===== config.mk =====
export PLATFORM = sky130hd
export DESIGN_NAME = irq_capture_sequencer
export DESIGN_NICKNAME = d
export VERILOG_FILES = /design/src/rtl/irq_capture_sequencer.sv
export SDC_FILE = /design/constraint.sdc
export NUM_CORES = 1
export LEC_CHECK = 0
export CAP_MARGIN = 20
export CORE_UTILIZATION = 42
export DETAILED_ROUTE_END_ITERATION = 7
export GPL_ROUTABILITY_DRIVEN = 0
export PLACE_DENSITY = 0.8
export SYNTH_ARGS = -nofsm -noshare
export SYNTH_HDL_FRONTEND = slang
export SYNTH_SLANG_ARGS = --single-unit
export TNS_END_PERCENT = 100

===== constraint.sdc =====
create_clock -name clk -period 7.2 [get_ports clk]
set_clock_uncertainty 0.1 [all_clocks]
set_input_delay 0.72 -clock clk [delete_from_list [all_inputs] [get_ports clk]]
set_output_delay 0.72 -clock clk [all_outputs]
set_load 0.05 [all_outputs]

===== src/rtl/irq_capture_sequencer.sv =====
// Captures 27 interrupt request lines into pending bits and hands frozen snapshots to an external
// priority decoder. The winning vector goes out on a valid/ready port, and its pending bit is cleared on acknowledge.
module irq_capture_sequencer #(
  parameter int         EDGE_MODE = 1,
  parameter int         DEC_LAT   = 2,
  parameter logic [8:0] EN_RESET  = 9'h1FF
) (
  input  logic        clk,
  input  logic        rst,
  input  logic [26:0] irq_in,
  input  logic        cfg_we,
  input  logic [8:0]  cfg_en,
  output logic [8:0]  dec_req_a,
  output logic [8:0]  dec_req_b,
  output logic [8:0]  dec_req_c,
  output logic [8:0]  dec_en,
  input  logic        dec_pa,
  input  logic        dec_pb,
  input  logic        dec_pc,
  input  logic [3:0]  dec_chan,
  output logic        irq_valid,
  input  logic        irq_ready,
  output logic [1:0]  irq_bus,
  output logic [3:0]  irq_chan,
  output logic [26:0] pending,
  output logic        err
);

  // Handshake: a vector transfers on a rising clk edge where irq_valid and irq_ready are both high.
  // irq_valid, irq_bus and irq_chan hold steady until that edge. irq_ready never feeds an output combinationally.
  localparam logic [1:0] IDLE    = 2'd0;
  localparam logic [1:0] SETTLE  = 2'd1;
  localparam logic [1:0] PRESENT = 2'd2;
  localparam logic [1:0] CLEAR   = 2'd3;

  logic [1:0]  state;
  logic [3:0]  cnt;
  logic [26:0] irq_q;
  logic [26:0] set;
  logic [26:0] clr;
  logic [26:0] en_all;
  logic [8:0]  en_reg;
  logic [4:0]  idx;

  always_comb begin
    set    = (EDGE_MODE != 0) ? (irq_in & ~irq_q) : irq_in;
    idx    = ({3'b000, irq_bus} * 5'd9) + {1'b0, irq_chan};
    clr    = (state == CLEAR) ? (27'd1 << idx) : 27'd0;
    en_all = {en_reg, en_reg, en_reg};
  end

  always_ff @(posedge clk) begin
    if (rst) begin
      state     <= IDLE;
      cnt       <= 4'd0;
      irq_q     <= 27'd0;
      pending   <= 27'd0;
      en_reg    <= EN_RESET;
      dec_req_a <= 9'd0;
      dec_req_b <= 9'd0;
      dec_req_c <= 9'd0;
      dec_en    <= EN_RESET;
      irq_valid <= 1'b0;
      irq_bus   <= 2'd0;
      irq_chan  <= 4'd0;
      err       <= 1'b0;
    end else begin
      irq_q   <= irq_in;
      // A new capture wins over the clear of the same bit.
      pending <= (pending & ~clr) | set;
      if (cfg_we) en_reg <= cfg_en;
      case (state)
        IDLE: begin
          dec_req_a <= pending[8:0];
          dec_req_b <= pending[17:9];
          dec_req_c <= pending[26:18];
          dec_en    <= en_reg;
          if (|(pending & en_all)) begin
            state <= SETTLE;
            cnt   <= 4'd0;
          end
        end
        SETTLE: begin
          cnt <= cnt + 4'd1;
          if (cnt == 4'(DEC_LAT - 1)) begin
            if (!(dec_pa || dec_pb || dec_pc)) begin
              state <= IDLE;
            end else if (dec_chan > 4'd8) begin
              err   <= 1'b1;
              state <= IDLE;
            end else begin
              irq_bus   <= dec_pa ? 2'd0 : (dec_pb ? 2'd1 : 2'd2);
              irq_chan  <= dec_chan;
              irq_valid <= 1'b1;
              state     <= PRESENT;
            end
          end
        end
        PRESENT: begin
          if (irq_ready) begin
            irq_valid <= 1'b0;
            state     <= CLEAR;
          end
        end
        CLEAR:   state <= IDLE;
        default: state <= IDLE;
      endcase
    end
  end

endmodule


Where the registers sit:
The bar under the picture is 20 microns long.
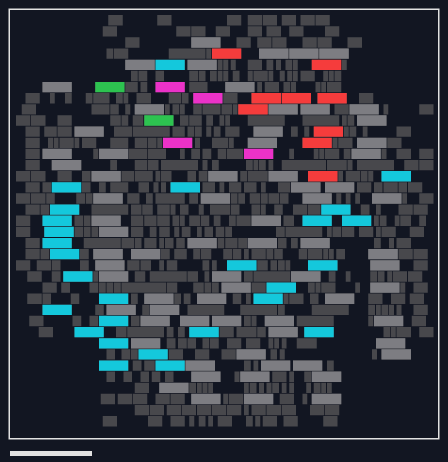
legend:
  `irq_bus`:
    colour: green
    sequential_cells: 2
  `irq_q`:
    colour: cyan
    sequential_cells: 27
  `en_reg`:
    colour: red
    sequential_cells: 9
    where: top right
  `cnt`:
    colour: magenta
    sequential_cells: 4
    where: top middle
not coloured: 71
post-layout utilization of the core: 60.92%
sequential fraction of total cell area: 36.13%
Seq. pwr: 0.708 mW
register cell area after layout: 0.002262 sq mm

Port wiring:
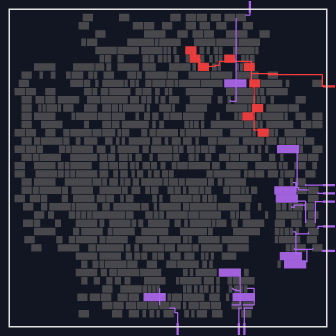
legend:
  `dec_req_c`:
    colour: purple
    bits: 9
    direction: output
    edge: 5 right, 3 bottom, 1 top
    end_cells: 9
    buffers: 9
    wire: 179 microns
  `cfg_we`:
    colour: red
    bits: 1
    direction: input
    edge: right
    end_cells: 9
    buffers: 1
    wire: 94.5 microns
# IOs: 118
# port buffers: 117

Cell sizes after repair:
The bar under the picture is 20 microns long.
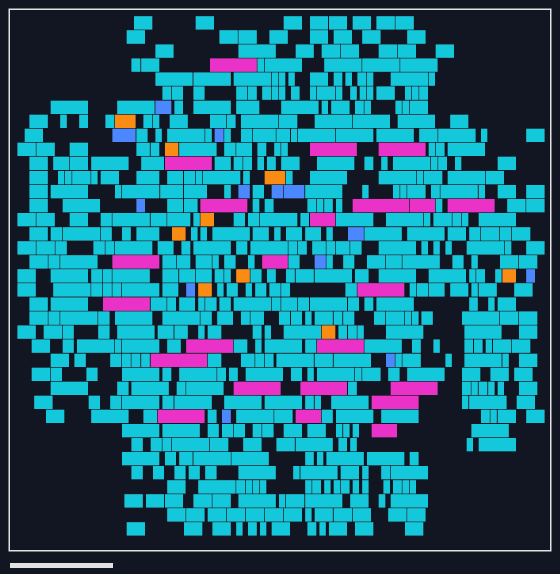
legend:
  drive 2:
    colour: blue
    cells: 13
    share: 2.1%
    most_used: clkinv_2
  drive 1 or less:
    colour: cyan
    cells: 573
    share: 93%
    most_used: clkdlybuf4s50_1
  drive 6 and up:
    colour: magenta
    cells: 23
    share: 3.7%
    most_used: clkbuf_16
  drive 3 to 4:
    colour: orange
    cells: 9
    share: 1.5%
    most_used: buf_4
PnR worst setup slack: 4.332 ns
area growth from synthesis to final layout: 41.88%
post-route cell area: 0.006261 sq mm
Buffers excl. clock: 121

Routed metal, one colour a layer:
The bar under the picture is 20 microns long.
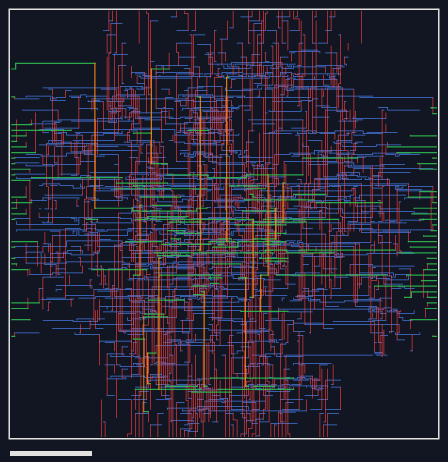
legend:
  met2:
    colour: red
    wire_length: 5,680 microns
  met3:
    colour: green
    wire_length: 948 microns
  met4:
    colour: orange
    wire_length: 335 microns
  met1:
    colour: blue
    wire_length: 5,200 microns
total length of routed wires: 12,160 microns
WL per Instance: 16.13 microns

Clock nets:
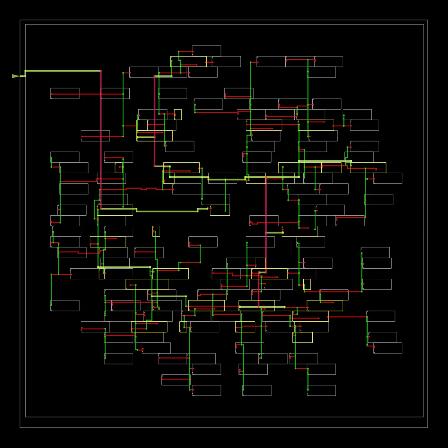
CTS sink cnt: 113
power drawn by the clock network: 0.800 mW
total CTS buffers: 17
clock insertion delay at the later pin of the skew report: 0.51 ns
Clock buffer cells: 22

==> changes_impl.md <==
### Changed

* Result of the run: finished clean
* Post-route worst hold slack at 0.3520 ns
* Largest fanout on the critical path at 8
* Chip width at ~100 microns
* Max clock buf depth at 2
* Wire length on met3 at 947 microns
* Signal arrival time at the worst endpoint at between 3 and 4 ns
* Dpl cells at 721
* Clock-pin slew of the registers on the worst-case setup and hold paths at 0.05 ns
* Pin count of the biggest net entering global routing at ~86
* Count of nets left with antenna violations after detail routing at 0
* Critical path class: flop to flop
* Most instantiated logic cell after routing: clkdlybuf4s50_1
* Required time at the endpoint of the critical path at approximately 7.5 ns
* RSZ-0062 raised after global routing: no
* Period utilization at between 30% and 40%
* Antenna Diode Count at 0
* Cell type group with the largest total delay on the critical path: adder cells
* Cell taking the most area after synthesis: dfxtp_1
* Syn_nets at 548
* Final-layout fill cell count at 881
* Critical Path Sink: pending[19]$_SDFF_PP0_
* Number of tap cells added at floorplan at between 100 and 150
* Count leader, synth: dfxtp_1
* Commonest cells post-synth: 113 x dfxtp_1, 92 x nand2_1, 53 x a21oi_1, 30 x nor2b_1, 25 x clkbuf_1
* Row count at 37
* Nonclk inv count at 16
* Max-capacitance violation count at 0
* Fraction of final layout cells sized beyond drive strength 1 at 7.282%
* Layout buffering overhead excluding clock cells at a little under a fifth
* Xor/xnor cell area share of the yosys netlist at 0.9923%
* Sw frac at 27.80%
* Async set-reset flop share out of synthesis at 0%
* Critical path buffers and inverters at 1
* Startpoint Class: flop
* Total number of sequential cells at 113
* Heaviest power group: the clock network
* Post-synthesis cell type count at approximately 45
* Compound-gate portion of the synthesized area at 15.31%
* FF-to-FF Start: irq_bus[1]$_SDFFE_PP0P_
* Total GRT Usage at 22.50%
* HP Start: dec_req_c[4]$_SDFFE_PP0P_
* CTS Root Cell: clkbuf_8
* Total of endpoints with negative setup slack in the final report at 0
* Reg-to-reg setup timing slack at 4.33 ns
* Routed length on met1 at approximately 5200 microns
* Power density of the placed cells at 289.2 mW/mm^2
* Core footprint at 0.01028 sq mm
* Leakage at 2.424 nW
* Worst hold path type: flop to flop
* Share of the synthesized area in the top cell type at 51.26%
* Top layer in use: met4
* Number of cells produced by synthesis at roughly 490
* Die Footprint at 0.01092 sq mm
* Hold worst-path end: dec_req_c[4]$_SDFFE_PP0P_
* Post-synth top flop: dfxtp_1
* Timing startpoint of the critical path: irq_bus[1]$_SDFFE_PP0P_
* Number of global-route vias before repair at around 3,800
* Post-synthesis share of cell area spent on and, or, nand and nor gates at 22.88%
* Synth Area in Adders at 2.722%
* Max Slew Vio Count at 0
* Met3 layer usage reported by global route at 6.078%
* Yosys stat cell total at between 400 and 500
* Slew at the pin with the worst max-slew slack at roughly 0.93 ns
* Worst slack, placed at 4.392 ns
* DRC errors left at 0
* Detailed placement HPWL at 8476 microns
* Total power of the final layout at 1.811 mW
* DR vias/cell at 5.379
* Max_slew headroom at 37.74%
* Pre-Place Util at 42.94%
* Sum Neg Setup Slack at 0 ns
* Delay of the slowest cell on the worst path at 0.50 ns
* Number of gates given a new drive strength after cts at 0
* Worst-path cell chain: ha_1, ha_1, inv_1, fa_1, xor2_1, nand4_1, or3_1, a32o_1
* Proportion of power drawn by flip-flops and latches at 39.1%
* CTS tree: done
* Net switching component of the power at 0.5033 mW
* Amount of wire on met2 after detailed routing at 5680 microns
* Reg2reg end: pending[19]$_SDFF_PP0_
* Internal portion of total power at 1.307 mW
* Global-route track usage on met1 at 28.77%
* Clock group share of total power at about 44%
* Part of the Yosys area used for sequential elements at about half
* Final cell count without fillers at 754
* Crit. path cell count at 8
* First-pass detailed-route iteration total at 5
* GR peak layer: met2
* Top Layout Cells: 116 x clkdlybuf4s50_1, 113 x dfxtp_1, 92 x nand2_1, 53 x a21oi_1, 30 x nor2b_1
* Gr ovfl total at 0
* Final period demand of the worst path at 2.868 ns
* Yosys stat area at 0.004413 sq mm
* Count of warning messages emitted by the tools at 28
* Cell depth of the worst flop-to-flop path at 8
* Highest-delay cell along the critical path: xor2_1
* Biggest registers after layout: irq_q (27), pending (27)
* Antenna violations before repair at 0
* Count of buffers added by post-CTS timing repair for setup at 0
* Power in combinational cells at 0.302 mW
* Maximum clock frequency at 348.7 MHz
* Average footprint of a synthesized cell at 8.969 sq um
* Cell depth of the worst hold path at 2
* DP Area at 0.005673 sq mm
* Combinational Area at 0.001992 sq mm
* Mapped Area at approximately 0.0044 sq mm
* Fin. Hold Viols at 0
* Count of vias placed by the detailed router at slightly above 4,000
* Mux cell area share after synthesis at 3.176%
* Number of register bits inferred by synthesis at 113
* Met2 track utilization from global routing at a little over a third
* Multi-input combinational gate total at 336
* Number of DRC violations after detailed-routing iteration 0 at 316
* Combinational group share of total power at 16.7%
* Number of nets in the finished design at 661
* Sort of element at the end of the critical path: flop
* Worst voltage drop across the vdd grid at between 0.15 and 0.2 mV
* Largest cell class by area: sequential cells
* Wire length of the first global-routing pass at ~19,000 microns
Power figures rest on the tool's default switching activity, not on a simulated workload.
